<file path="config.mk">
export PLATFORM = sky130hd
export DESIGN_NAME = instr_fetch
export DESIGN_NICKNAME = d
export VERILOG_FILES = /design/src/rtl/instr_fetch_pkg.sv /design/src/rtl/instr_fetch.sv
export SDC_FILE = /design/constraint.sdc
export NUM_CORES = 1
export LEC_CHECK = 0
export CAP_MARGIN = 10
export CORE_ASPECT_RATIO = 0.5
export CORE_MARGIN = 8
export CORE_UTILIZATION = 50
export CTS_CLUSTER_DIAMETER = 80
export DETAILED_ROUTE_END_ITERATION = 8
export HOLD_SLACK_MARGIN = 0.08
export PLACE_DENSITY = 0.93
export SKIP_CTS_REPAIR_TIMING = 1
export SLEW_MARGIN = 20
export SYNTH_ARGS = -nofsm -noshare
export SYNTH_HDL_FRONTEND = slang
export SYNTH_SLANG_ARGS = --single-unit
export TNS_END_PERCENT = 50
</file>
<file path="constraint.sdc">
create_clock -name clk -period 11.2 [get_ports clk]
set_input_delay 1.68 -clock clk [delete_from_list [all_inputs] [get_ports clk]]
set_output_delay 1.68 -clock clk [all_outputs]
set_load 0.02 [all_outputs]
</file>
<file path="src/rtl/instr_fetch_pkg.sv">
// Shared RV32I front-end definitions: fetch FSM states, NOP,
// opcode constants and immediate-type selects used by imm_decoder.
package instr_fetch_pkg;

  typedef enum logic [1:0] {
    S_REQ   = 2'd0,
    S_VALID = 2'd1,
    S_DRAIN = 2'd2
  } if_state_e;

  localparam logic [31:0] NOP_INSTR = 32'h0000_0013;

  localparam logic [6:0] OP_LUI    = 7'b0110111;
  localparam logic [6:0] OP_AUIPC  = 7'b0010111;
  localparam logic [6:0] OP_JAL    = 7'b1101111;
  localparam logic [6:0] OP_JALR   = 7'b1100111;
  localparam logic [6:0] OP_BRANCH = 7'b1100011;
  localparam logic [6:0] OP_LOAD   = 7'b0000011;
  localparam logic [6:0] OP_STORE  = 7'b0100011;
  localparam logic [6:0] OP_IMM    = 7'b0010011;
  localparam logic [6:0] OP_REG    = 7'b0110011;
  localparam logic [6:0] OP_FENCE  = 7'b0001111;
  localparam logic [6:0] OP_SYSTEM = 7'b1110011;

  typedef enum logic [2:0] {
    IMM_NONE = 3'd0,
    IMM_I    = 3'd1,
    IMM_S    = 3'd2,
    IMM_B    = 3'd3,
    IMM_U    = 3'd4,
    IMM_J    = 3'd5
  } imm_sel_e;

  function automatic imm_sel_e imm_sel_of(input logic [6:0] op);
    imm_sel_e sel;
    sel = IMM_NONE;
    unique case (1'b1)
      (op == OP_LUI) || (op == OP_AUIPC): sel = IMM_U;
      (op == OP_JAL):                     sel = IMM_J;
      (op == OP_BRANCH):                  sel = IMM_B;
      (op == OP_STORE):                   sel = IMM_S;
      (op == OP_JALR) || (op == OP_LOAD)
        || (op == OP_IMM):                sel = IMM_I;
      default:                            sel = IMM_NONE;
    endcase
    return sel;
  endfunction

endpackage

</file>
<file path="src/rtl/instr_fetch.sv">
// RV32I fetch stage: PC, request/ready fetch FSM, instruction
// register and pre-split fields for decode.
module instr_fetch
  import instr_fetch_pkg::*;
#(
  parameter logic [31:0] RESET_PC = 32'h0000_0000
) (
  input  logic        clk,
  input  logic        reset,
  output logic        mem_req,
  output logic [31:0] mem_addr,
  input  logic        mem_ready,
  input  logic [31:0] mem_rdata,
  input  logic        redirect_en,
  input  logic [31:0] redirect_pc,
  output logic        instr_valid,
  input  logic        instr_ready,
  output logic [31:0] instr,
  output logic [31:0] instr_pc,
  output logic [6:0]  opcode,
  output logic [4:0]  rd,
  output logic [2:0]  funct3,
  output logic [4:0]  rs1,
  output logic [4:0]  rs2,
  output logic [6:0]  funct7
);

  if_state_e   state;
  logic [31:0] pc;
  logic [31:0] tgt;
  logic [31:0] pc_next;
  logic        fire;

  assign tgt     = {redirect_pc[31:2], 2'b00};
  assign pc_next = pc + 32'd4;
  assign fire    = mem_req & mem_ready;

  assign opcode = instr[6:0];
  assign rd     = instr[11:7];
  assign funct3 = instr[14:12];
  assign rs1    = instr[19:15];
  assign rs2    = instr[24:20];
  assign funct7 = instr[31:25];

  // mem_addr only follows pc while no fetch is in flight, so a
  // redirect during a wait keeps the outstanding address stable.
  always_ff @(posedge clk or posedge reset) begin
    if (reset) begin
      state       <= S_REQ;
      pc          <= RESET_PC;
      mem_req     <= 1'b0;
      mem_addr    <= RESET_PC;
      instr_valid <= 1'b0;
      instr       <= NOP_INSTR;
      instr_pc    <= RESET_PC;
    end else begin
      unique case (state)
        S_REQ: begin
          if (redirect_en) begin
            pc <= tgt;
            if (mem_req && !mem_ready) begin
              state <= S_DRAIN;
            end else begin
              mem_addr <= tgt;
              mem_req  <= 1'b1;
            end
          end else if (fire) begin
            instr       <= mem_rdata;
            instr_pc    <= pc;
            pc          <= pc_next;
            mem_addr    <= pc_next;
            mem_req     <= 1'b0;
            instr_valid <= 1'b1;
            state       <= S_VALID;
          end else begin
            mem_req <= 1'b1;
          end
        end
        S_VALID: begin
          if (redirect_en) begin
            pc          <= tgt;
            mem_addr    <= tgt;
            instr_valid <= 1'b0;
            mem_req     <= 1'b1;
            state       <= S_REQ;
          end else if (instr_ready) begin
            instr_valid <= 1'b0;
            mem_req     <= 1'b1;
            state       <= S_REQ;
          end
        end
        S_DRAIN: begin
          if (redirect_en) begin
            pc <= tgt;
          end
          if (mem_ready) begin
            mem_addr <= redirect_en ? tgt : pc;
            state    <= S_REQ;
          end
        end
        default: begin
          state   <= S_REQ;
          mem_req <= 1'b0;
        end
      endcase
    end
  end

endmodule

</file>
Run 1, clock routing:
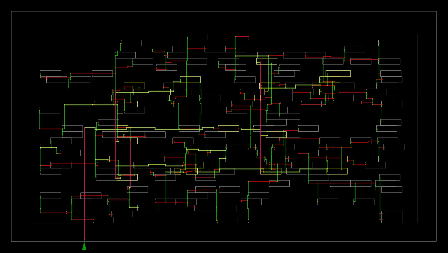
number of sequential cells in the layout: 132
sinks on the clock net: 132
power consumed by the clock network: 0.557 mW
Clk Latency, worst-skew pair: 420 ps

Run 1, wiring by layer:
Scale bar: 50 um.
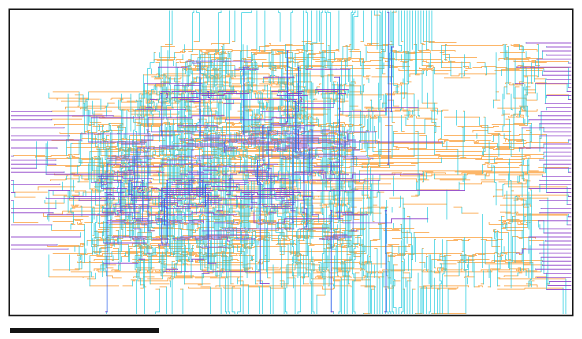
| layer | colour | wire length |
|---|---|---|
| M1 | orange | 9,760 um |
| M4 | blue | 819 um |
| M3 | purple | 3,310 um |
| M2 | cyan | 11,300 um |
via total after detailed routing: 7,722
average wire per standard cell: 20.3 um

==> results.env, run 1 <==
CAP_VIOL_MAX_COUNT=0
DOMINANT_CELLS_BY_AREA_AFTER_SYNTHESIS='sky130_fd_sc_hd__dfrtp_1, sky130_fd_sc_hd__nand2_1, sky130_fd_sc_hd__a21oi_1'
TOTALWIRELENGTH_MM=25.1
POWER_SWITCHING_mW=1.35
NON_CLK_INVS=16
SYNTH-SEQ-CELLS=132
SLEW_VIOL_FINAL=0
CRIT_CHAIN='buf_2, buf_4, nor2b_1, a21o_1, a211o_1, buf_4, a2111oi_0, a21o_1'
LAYOUT_SETUP_WS_PS=6440
RSZ_0062_RAISED_AFTER_GLOBAL_ROUTING='false'
IO_BUFFER_COUNT=196
FP-ROW-COUNT=31
DP_HPWL_MM=16.9
POSTROUTEANTENNANETS=0
YS_CELLS=912
CHIPAREA_UM2=19400
CP_DATA_REQUIRED_TIME_PS=11560
FF_TYPE='sky130_fd_sc_hd__dfrtp_1'
TALLY_OF_CLOCK_BUFFERS_IN_THE_FINISHED_LAYOUT=23
CTSHTREEMAXLEVEL=4
LOGIC_AREA_UM2=3570
CP_SLOWEST_CELL='sky130_fd_sc_hd__a211o_1'
ARRIVAL_PS=5130
MAX-CLOCK-PATH-BUFFERS=2
DETAIL_ROUTE.FIRST_PASS.ITERATIONS=6
GLOBALPLACE.CONGESTION=0.891
POSTSYNTHNETCOUNT=986
DESIGN_POWER_TOTAL_mW=3.03
ROUTE.MET2.WL_MM=11.3
POSTSYNTHAREAPERCELL_UM2=8.21
MAX_FREQ_MHz=210
PATH_MAX_FANOUT=78
YOSYS.AREA_SHARE.AOI=0.193
TIMING.SETUP.TNS_PS=0
CELL_TYPE_CONTRIBUTING_THE_MOST_TOTAL_CELL_AREA_AFTER_SYNTHESIS='sky130_fd_sc_hd__dfrtp_1'
DRC=0
YOSYSCHIPAREA_UM2=7490
DIE_WIDTH_UM=189
BIGGESTCELLCATEGORY='multi-input combinational cells'
WORST-SETUP-PATH-TYPE='in -> reg'
SYN2LAYOUT_AREA_GROWTH_PCT=31.2
GRT_ANTENNA_BEFORE_REPAIR=0
SEQUENTIAL_SHARE_OF_THE_SYNTHESIZED_AREA=0.442
POST_DP_CELL_AREA_UM2=9220
SYNTH.COMB.LARGEST_FAMILY='simple AND/OR/NAND/NOR gates'
ANTENNA_DIODE_COUNT=0
ROUTED.TOP_LAYER='met4'
TOP_CELLS_BY_COUNT='sky130_fd_sc_hd__nand2_1, sky130_fd_sc_hd__dfrtp_1, sky130_fd_sc_hd__a21oi_1'
DIE-HEIGHT_UM=103
FIN_AREA_UM2=9820
GR-TOTAL-OVERFLOW=0
SYNTH.CELLMIX.SIMPLESHARE=0.242
GR-USAGE-MET1=0.331
TRITONCTS='built'
SYN_AREA_UM2=7490
LAYOUT_TOP_CELLS='sky130_fd_sc_hd__nand2_1, sky130_fd_sc_hd__clkdlybuf4s50_1, sky130_fd_sc_hd__dfrtp_1, sky130_fd_sc_hd__a21oi_1, sky130_fd_sc_hd__o21ai_0'
FINALNETCOUNT=1100
SYNTH-EDFF-COUNT=0
COMB_POWER_mW=1.55
BUFFERS=207
I_O_PIN_COUNT=199
N_FILL_CELL=1121
CRIT_PATH_BUFFERS_INVERTERS=3
POST-PLACE-CELLS=1205
SEQPWRFRAC=0.305
DETAIL_ROUTE.ITER0.VIOLATIONS=1342
FIN_WORST_SKEW_PS=11.0
FINALCRITPERIODSHARE=0.425
CORE-AREA_UM2=14500
NETLIST.AREA_LEADER.SHARE=0.431
OUTCOME='complete, no violations'
HOLD-WORST-SLACK_PS=472
GRTUSAGEMET3=0.0804
ADDER_SHARE=0.00835
CTS_ROOT_BUF='sky130_fd_sc_hd__clkbuf_16'
CLOCK_POWER_SHARE=0.184
ROUTE.LAYER.MET1.WL_MM=9.76
PERIOD_MINUS_SLACK_PS=4760
WORSTHOLDPATHTYPE='reg -> reg'
MET3_WIRELENGTH_MM=3.31
POWER.COMBINATIONAL.FRACTION=0.511
OPENROAD.WARNINGS=31
P_INT_mW=1.68
BUSIEST_LAYER='met2'
NON_CLK_BUF_SHARE=0.208
GRT_FIRST_PASS_WIRELENGTH_MM=39.5
FINAL_REPORT_HOLD_VIOLATION_COUNT=0
WORST_SETUP_PATH_END_KIND='flip-flop'
SETUP_SLACK_AFTER_PLACEMENT_PS=6160
SETUP-VIOLATIONS-FINAL=0
P_LEAK_nW=4.18
COMB_AREA_FRAC=0.364
SEQ-POWER_mW=0.925
AREA_FRACTION_IN_MUX_CELLS=0.0154
VIA_COUNT_OF_THE_FIRST_GLOBAL_ROUTING_PASS=7395
GRT_USE_TOTAL=0.255
SYNTH.MOST_COMMON_CELL='sky130_fd_sc_hd__nand2_1'
TIMING.MAX_SLEW.REL_SLACK=0.236
CRITICAL-PATH-MAX-STAGE-DELAY_PS=690
COMB_CELLS=652
WORST_PIN_SLEW_PS=1150
NUMBER_OF_TAPCELLS=198
GRT_START_MAX_NET_PINS=82
INITIAL_UTILIZATION=0.515
CRITICAL_PATH.TOP_DELAY_FAMILY='AND-OR/OR-AND gates'
TIMING.CRITICAL_PATH.FROM_TYPE='input pin'
AREA.SEQUENTIAL_UM2=3310
POST_ROUTE_CELLS_DRIVE_ABOVE_1_SHARE=0.0693
GRT.MET2_USAGE=0.395
CLK_SHARE=0.0602
POWER_DENSITY_CELLS_nW_PER_UM2=309
XOR_XNOR_CELL_AREA_SHARE_OF_THE_YOSYS_NETLIST=0.0152
POWER.GROUP.TOP='combinational cells'
SYNTH.LIB_CELLS_USED.DISTINCT=71
WORST_IR_DROP_VDD_mV=0.140
POST_SYNTHESIS_CELL_COUNT=912
DRT-VIAS-PER-INSTANCE=6.24
SYNTH-ASYNC-RESET-RATIO=1.00
SWITCHING_SHARE=0.446
LAYOUT.CELLS.MOST_COMMON='sky130_fd_sc_hd__nand2_1'
CLKTRANSATPATHREGS_PS=60
FINALNONFILLERCELLS=1237
CTS-BUFFERS-INSERTED=17
SYNTHESIS.YOSYS.WARNINGS=0
Run 1, clock distribution:
Scale bar: 50 um.
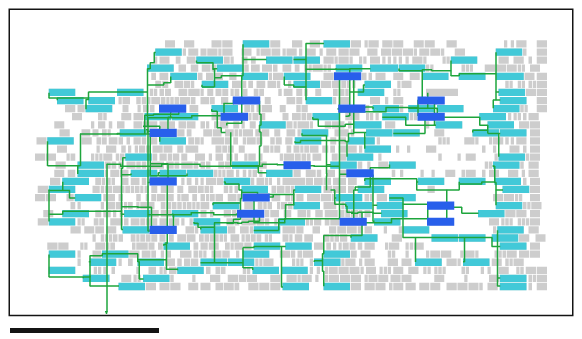
[clock wires] green | length: 1,860 um
[flip-flops] cyan | count: 132
[clock-net drivers] blue | count: 17
routed clock nets: 18

Run 1, sequential cells coloured by netlist name:
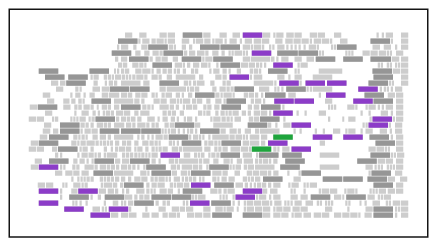
| name in the netlist | colour | flops |
|---|---|---|
| instr_pc | purple | 32 |
| state | green | 2 |
not coloured: 98
register share of the cell area: 0.337
core utilization of the finished layout: 0.675

[run 1: worst paths after layout]
check                                   from            to  slack (ps)  cells after the start
worst min register to register  instr_pc[21]  instr_pc[21]         470                      2
max in group asynchronous              reset  mem_addr[23]        8270                      3
min in group asynchronous              reset       mem_req        1780                      2
worst max-delay path             redirect_en  mem_addr[13]        6440                      8
worst max register to register      state[0]  mem_addr[13]        7650                      8
worst min-delay path            instr_pc[21]  instr_pc[21]         470                      2
[run 1: worst min-delay path: stages, from the launching register on]
cell and delay [ps]:
sky130_fd_sc_hd__dfrtp_1 340, sky130_fd_sc_hd__nand2_1 50, sky130_fd_sc_hd__nand2_1 50
[run 1: flip-flops by register name, indices dropped and copies added, names as in the netlist]
signal	count
instr	32
instr_pc	32
mem_addr	32
pc	32
state	2
instr_valid	1
mem_req	1
Run 1, I/O pins on the die edge:
Pins as bars across the die edge, other pins in grey.
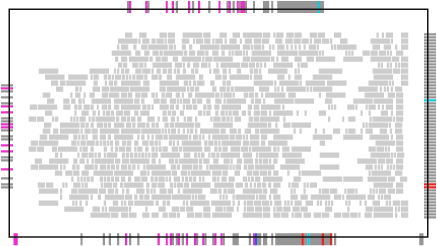

==> run 2: changes to the inputs <==
- CORE_UTILIZATION: 50 -> 49
- PLACE_DENSITY: 0.93 -> 0.92
- clock period: 11.2 -> 5 ns (I/O delays scaled with it)
Run 2, I/O pins on the die edge:
Pins as bars across the die edge, other pins in grey.
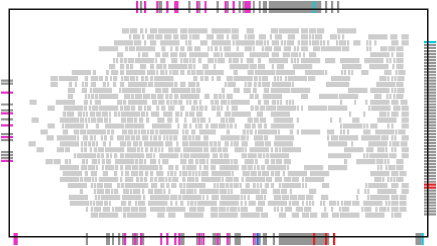
| port | colour | pins | direction | edge |
|---|---|---|---|---|
| rs1 | red | 5 | output | 3 south, 2 east |
| instr_ready | blue | 1 | input | south |
| funct3 | cyan | 3 | output | 1 north, 1 east, 1 south |
| redirect_pc | magenta | 32 | input | 14 south, 13 north, 5 west |
all pins by edge: 70 south, 59 east, 55 north, 15 west

==> results.env, run 2 <==
GR-TOTAL-OVERFLOW=0
YOSYSCHIPAREA_UM2=7490
NETLIST.AREA_LEADER.SHARE=0.431
CTSHTREEMAXLEVEL=4
FINALNETCOUNT=1105
TOP_CELLS_BY_COUNT='sky130_fd_sc_hd__nand2_1, sky130_fd_sc_hd__dfrtp_1, sky130_fd_sc_hd__a21oi_1'
LAYOUT_SETUP_WS_PS=1810
VIA_COUNT_OF_THE_FIRST_GLOBAL_ROUTING_PASS=7516
SWITCHING_SHARE=0.437
CLOCK_POWER_SHARE=0.197
SYNTH-ASYNC-RESET-RATIO=1.00
CP_SLOWEST_CELL='sky130_fd_sc_hd__a2111oi_0'
INITIAL_UTILIZATION=0.494
DETAIL_ROUTE.FIRST_PASS.ITERATIONS=5
SYNTHESIS.YOSYS.WARNINGS=0
SETUP-VIOLATIONS-FINAL=0
DRC=0
WORST-SETUP-PATH-TYPE='reg -> reg'
VIA_COUNT=7655
GRT_USE_TOTAL=0.252
CAP_VIOL_MAX_COUNT=0
CP_DATA_REQUIRED_TIME_PS=5360
POST_SYNTHESIS_CELL_COUNT=912
FINALCRITPERIODSHARE=0.638
SETUP_SLACK_AFTER_PLACEMENT_PS=1620
POSTSYNTHAREAPERCELL_UM2=8.21
LAYOUT_TOP_CELLS='sky130_fd_sc_hd__nand2_1, sky130_fd_sc_hd__clkdlybuf4s50_1, sky130_fd_sc_hd__dfrtp_1, sky130_fd_sc_hd__a21oi_1, sky130_fd_sc_hd__o21ai_0'
CORE-AREA_UM2=15200
OPENROAD.WARNINGS=31
FINAL_REPORT_HOLD_VIOLATION_COUNT=0
COMB_POWER_mW=3.51
RSZ_0062_RAISED_AFTER_GLOBAL_ROUTING='false'
SINKS_ON_THE_CLOCK_NET=132
R2R_CELLS=7
WORST_SETUP_PATH_STARTPOINT='state[1]'
WORST_SETUP_PATH_END_KIND='flip-flop'
I_O_PIN_COUNT=199
POST_ROUTE_CELLS_DRIVE_ABOVE_1_SHARE=0.0728
WORST_HOLD_PATH.NUM_CELLS=2
WORSTSETUPPATHDEPTH=7
GRT_ANTENNA_BEFORE_REPAIR=0
SYNTH.LIB_CELLS_USED.DISTINCT=71
POSTROUTEANTENNANETS=0
TIMING.CRITICAL_PATH.FROM_TYPE='flip-flop'
CRIT_CHAIN='inv_1, ha_1, buf_4, or2_2, nor2_1, a2111oi_0, a21o_1'
TIMING.SETUP.TNS_PS=0
CHIPAREA_UM2=19700
P_INT_mW=3.91
CTS_ROOT_BUF='sky130_fd_sc_hd__clkbuf_16'
YS_CELLS=912
CRITICAL-PATH-MAX-STAGE-DELAY_PS=760
CLOCK.LATENCY.LATE_PIN_PS=420
POWER.COMBINATIONAL.FRACTION=0.506
DOMINANT_CELLS_BY_AREA_AFTER_SYNTHESIS='sky130_fd_sc_hd__dfrtp_1, sky130_fd_sc_hd__nand2_1, sky130_fd_sc_hd__a21oi_1'
ANTENNA_DIODE_COUNT=0
WIRE_PER_INST_UM=20.2
GRT_FIRST_PASS_WIRELENGTH_MM=39.5
FIN_AREA_UM2=9930
TIMING.CRITICAL_PATH.TO='mem_addr[13]'
DIE_WIDTH_UM=191
SEQUENTIAL_SHARE_OF_THE_SYNTHESIZED_AREA=0.442
POWER.GROUP.TOP='combinational cells'
CRITICAL_PATH.TOP_DELAY_FAMILY='AND-OR/OR-AND gates'
MIN_TO='instr[0]'
DIE-HEIGHT_UM=103
POST_DP_CELL_AREA_UM2=9280
TRITONCTS='built'
HOLD_PATH.STARTPOINT='instr[0]'
MAX-CLOCK-PATH-BUFFERS=2
SYNTH.MOST_COMMON_CELL='sky130_fd_sc_hd__nand2_1'
WORSTHOLDPATHTYPE='reg -> reg'
SLEW_VIOL_FINAL=0
LAYOUT.CELLS.MOST_COMMON='sky130_fd_sc_hd__nand2_1'
POSTSYNTHNETCOUNT=986
OUTCOME='complete, no violations'
P_LEAK_nW=4.23
FP-ROW-COUNT=32
SEQPWRFRAC=0.297
TIMING.MAX_SLEW.REL_SLACK=0.343
CRITICAL_PATH.REG2REG.STARTPOINT='state[1]'
DRT-VIAS-PER-INSTANCE=6.13
HOLD-WORST-SLACK_PS=470
DESIGN_POWER_TOTAL_mW=6.95
ARRIVAL_PS=3550
MAX_FREQ_MHz=313
GRT_START_MAX_NET_PINS=81
WORST_PIN_SLEW_PS=982
FINALNONFILLERCELLS=1248
PATH_MAX_FANOUT=31
CELL_TYPE_CONTRIBUTING_THE_MOST_TOTAL_CELL_AREA_AFTER_SYNTHESIS='sky130_fd_sc_hd__dfrtp_1'
DP_HPWL_MM=17.3
FF_TYPE='sky130_fd_sc_hd__dfrtp_1'
IO_BUFFER_COUNT=196
POWER_DENSITY_CELLS_nW_PER_UM2=700
POWER_SWITCHING_mW=3.04
CLKTRANSATPATHREGS_PS=60
WORST_IR_DROP_VDD_mV=0.291
PERIOD_MINUS_SLACK_PS=3190
FF2FF_SETUP_SLACK_PS=1810
REG2REG_TO='mem_addr[13]'
DETAIL_ROUTE.ITER0.VIOLATIONS=1122
SYNTH-EDFF-COUNT=0
UTILIZATION=0.654
GLOBALPLACE.CONGESTION=0.952
SEQ-POWER_mW=2.07
SYN_AREA_UM2=7490
POST-PLACE-CELLS=1216
TOTALWIRELENGTH_MM=25.2
CRIT_PATH_BUFFERS_INVERTERS=2
SYNTH-SEQ-CELLS=132
SYN2LAYOUT_AREA_GROWTH_PCT=32.5
Run 2, clock routing:
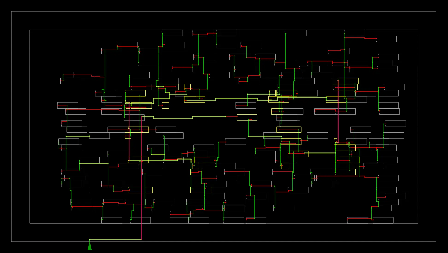
tally of clock buffers in the finished layout: 21
clock skew after layout: 22.1 ps
Inserted Clock Buffers: 17
power consumed by the clock network: 1.37 mW

run 2: cell families (layout without fill, tap and decap cells):
group | count (synthesis) | count (layout) | synth area share
xor+xnor | 13 | 13 | 0.0152
buf+inv | 128 | 260 | 0.0842
fa+ha+maj | 5 | 5 | 0.00835
mux | 11 | 11 | 0.0154
flops | 132 | 132 | 0.442
simple gates | 402 | 402 | 0.242
compound gates | 221 | 221 | 0.193
run 2: layer usage:
layer	routed length [um]	GRT usage
met5	0	0
met4	837	0.114
met3	3110	0.0800
met2	11500	0.401
met1	9750	0.315
run 2: area by class of cell:
cell class | count | area, um^2
fillers | 1190 | 5250
multi-input cells | 652 | 3570
flip-flops and latches | 132 | 3310
repair buffers | 212 | 2090
clock buffers | 21 | 470
well taps | 204 | 255
clock inverters | 11 | 173
inverters | 16 | 66.3
Run 2, sequential cells coloured by netlist name:
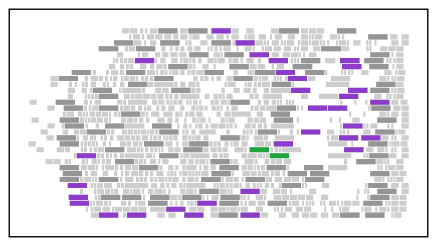

==> run 3: changes to the inputs <==
- CORE_UTILIZATION: 49 -> 45
- PLACE_DENSITY: 0.92 -> 0.89
- clock period: 5 -> 2.74 ns (I/O delays scaled with it)
Run 3, sequential cells coloured by netlist name:
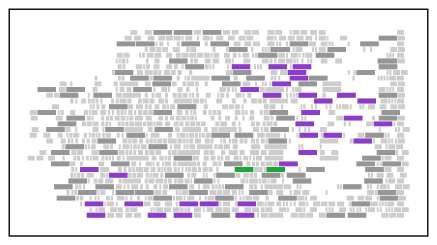
| name in the netlist | colour | flops |
|---|---|---|
| state | green | 2 |
| instr_pc | purple | 32 |
register share of the cell area: 0.326
sequential power: 3.71 mW
flip-flop and latch area: 3310 um^2
core utilization of the finished layout: 0.620

Run 3, clock distribution:
Scale bar: 50 um.
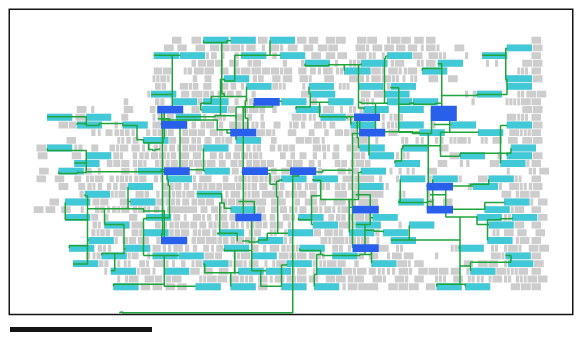
[clock wires] green | length: 1,980 um
[clock-net drivers] blue | count: 17
[flip-flops] cyan | count: 132
routed clock nets: 18

==> results.env, run 3 <==
CRITICAL_PATH.TOP_DELAY_FAMILY='simple AND/OR/NAND/NOR gates'
DRC=0
CLKTRANSATPATHREGS_PS=60
GRTUSAGEMET3=0.0572
TIMING.CRITICAL_PATH.FROM_TYPE='flip-flop'
SYN_AREA_UM2=7490
OPENROAD.WARNINGS=33
BUFFERS=240
DETAIL_ROUTE.ITER0.VIOLATIONS=981
SYNTH-EDFF-COUNT=0
PERIOD_MINUS_SLACK_PS=2580
MAX_FREQ_MHz=387
NETLIST.AREA_LEADER.SHARE=0.431
NON_CLK_INVS=16
COMB_CELLS=652
CTSHTREEMAXLEVEL=4
TIMING.CRITICAL_PATH.TO='pc[24]'
SETUP-VIOLATIONS-FINAL=0
WORST_IR_DROP_VDD_mV=0.631
NON_CLK_BUF_SHARE=0.229
TOTALWIRELENGTH_MM=26.2
POSTSYNTHAREAPERCELL_UM2=8.21
CLOCK.LATENCY.LATE_PIN_PS=420
ANTENNA_DIODE_COUNT=0
WORST_PIN_SLEW_PS=764
SWITCHING_SHARE=0.443
LAYOUT_TOP_CELLS='sky130_fd_sc_hd__nand2_1, sky130_fd_sc_hd__clkdlybuf4s50_1, sky130_fd_sc_hd__dfrtp_1, sky130_fd_sc_hd__a21oi_1, sky130_fd_sc_hd__o21ai_0'
SYNTH.LIB_CELLS_USED.DISTINCT=71
CP_DATA_REQUIRED_TIME_PS=3010
GRT_START_MAX_NET_PINS=133
SYNTH-ASYNC-RESET-RATIO=1.00
POWER_DENSITY_CELLS_nW_PER_UM2=1270
CTS_ROOT_BUF='sky130_fd_sc_hd__clkbuf_16'
CORE-AREA_UM2=16400
POWER.GROUP.TOP='combinational cells'
P_INT_mW=7.15
FINALNONFILLERCELLS=1299
YS_CELLS=912
POST-PLACE-CELLS=1267
COMB_POWER_mW=6.76
P_LEAK_nW=4.35
POST_ROUTE_CELLS_DRIVE_ABOVE_1_SHARE=0.0961
FF2FF_SETUP_SLACK_PS=160
MET3_WIRELENGTH_MM=2.94
HOLD_PATH.STARTPOINT='redirect_en'
OUTCOME='complete, no violations'
GR-USAGE-MET1=0.317
DP_HPWL_MM=18.3
GLOBALPLACE.CONGESTION=0.942
DRT-VIAS-PER-INSTANCE=5.99
DOMINANT_CELLS_BY_AREA_AFTER_SYNTHESIS='sky130_fd_sc_hd__dfrtp_1, sky130_fd_sc_hd__nand2_1, sky130_fd_sc_hd__a21oi_1'
CLK_SHARE=0.0586
LAYOUT.CELLS.MOST_COMMON='sky130_fd_sc_hd__nand2_1'
GRT_FIRST_PASS_WIRELENGTH_MM=40.9
WORST_SETUP_PATH_END_KIND='flip-flop'
WIRE_PER_INST_UM=20.2
CRITICAL_PATH.REG2REG.STARTPOINT='state[0]'
SEQUENTIAL_SHARE_OF_THE_SYNTHESIZED_AREA=0.442
MAX-CLOCK-PATH-BUFFERS=2
REG2REG_TO='pc[24]'
PATH_MAX_FANOUT=10
CTS-BUFFERS-INSERTED=17
WORSTHOLDPATHTYPE='in -> reg'
TIMING.MAX_SLEW.REL_SLACK=0.490
CP_SLOWEST_CELL='sky130_fd_sc_hd__ha_1'
GRT_USE_TOTAL=0.240
SYNTH.MOST_COMMON_CELL='sky130_fd_sc_hd__nand2_1'
ROUTED.TOP_LAYER='met4'
YOSYSCHIPAREA_UM2=7490
CHIPAREA_UM2=21300
CRIT_PATH_BUFFERS_INVERTERS=3
ROUTE.LAYER.MET1.WL_MM=10.5
GRT_ANTENNA_BEFORE_REPAIR=0
SINKS_ON_THE_CLOCK_NET=132
IO_BUFFER_COUNT=196
TIMING.SETUP.TNS_PS=0
LAYOUT.SEQUENTIAL_CELLS=132
N_FILL_CELL=1369
SLEW_VIOL_FINAL=0
SYNTHESIS.YOSYS.WARNINGS=0
CRITICAL-PATH-MAX-STAGE-DELAY_PS=420
POST_SYNTHESIS_CELL_COUNT=912
COMB_AREA_FRAC=0.352
POSTSYNTHNETCOUNT=986
LOGIC_AREA_UM2=3570
VIA_COUNT=7787
GR-TOTAL-OVERFLOW=0
CAP_VIOL_MAX_COUNT=0
RSZ_0062_RAISED_AFTER_GLOBAL_ROUTING='false'
CLK-POWER_mW=2.35
FP-ROW-COUNT=33
SEQPWRFRAC=0.290
FINALNETCOUNT=1133
FINALCRITPERIODSHARE=0.943
TALLY_OF_CLOCK_BUFFERS_IN_THE_FINISHED_LAYOUT=19
TRITONCTS='built'
FIN_WORST_SKEW_PS=14.5
VIA_COUNT_OF_THE_FIRST_GLOBAL_ROUTING_PASS=7382
-- run 3: netlist changes by cell type in the layout (fill, tap and decap cells not counted), sizes merged --
cell and delta:
clkbuf -2, clkinvlp +1, bufinv -1, clkinv +3, inv -1, buf +28
-- run 3: per-stage QoR --
stage	hold WS [ps]	total power, mW	cell area, um^2	worst slack [ps]
2_1_floorplan	461	7.48	7490	625
3_3_place_gp	454	10.2	9550	175
3_5_place_dp	458	10.4	9550	173
4_1_cts	445	12.8	10100	136
5_1_grt	482	13.5	10100	50.6
6_report	462	12.8	10100	156
-- run 3: cell families after synthesis --
kind of cell	share of synthesized area
and+or+nand+nor	0.242
muxes	0.0154
AOI/OAI and AO/OA	0.193
buffers and inverters	0.0842
xor gates and xnor gates	0.0152
DFF	0.442
adders and majority gates	0.00835
Power is estimated from default activity; no workload was simulated.
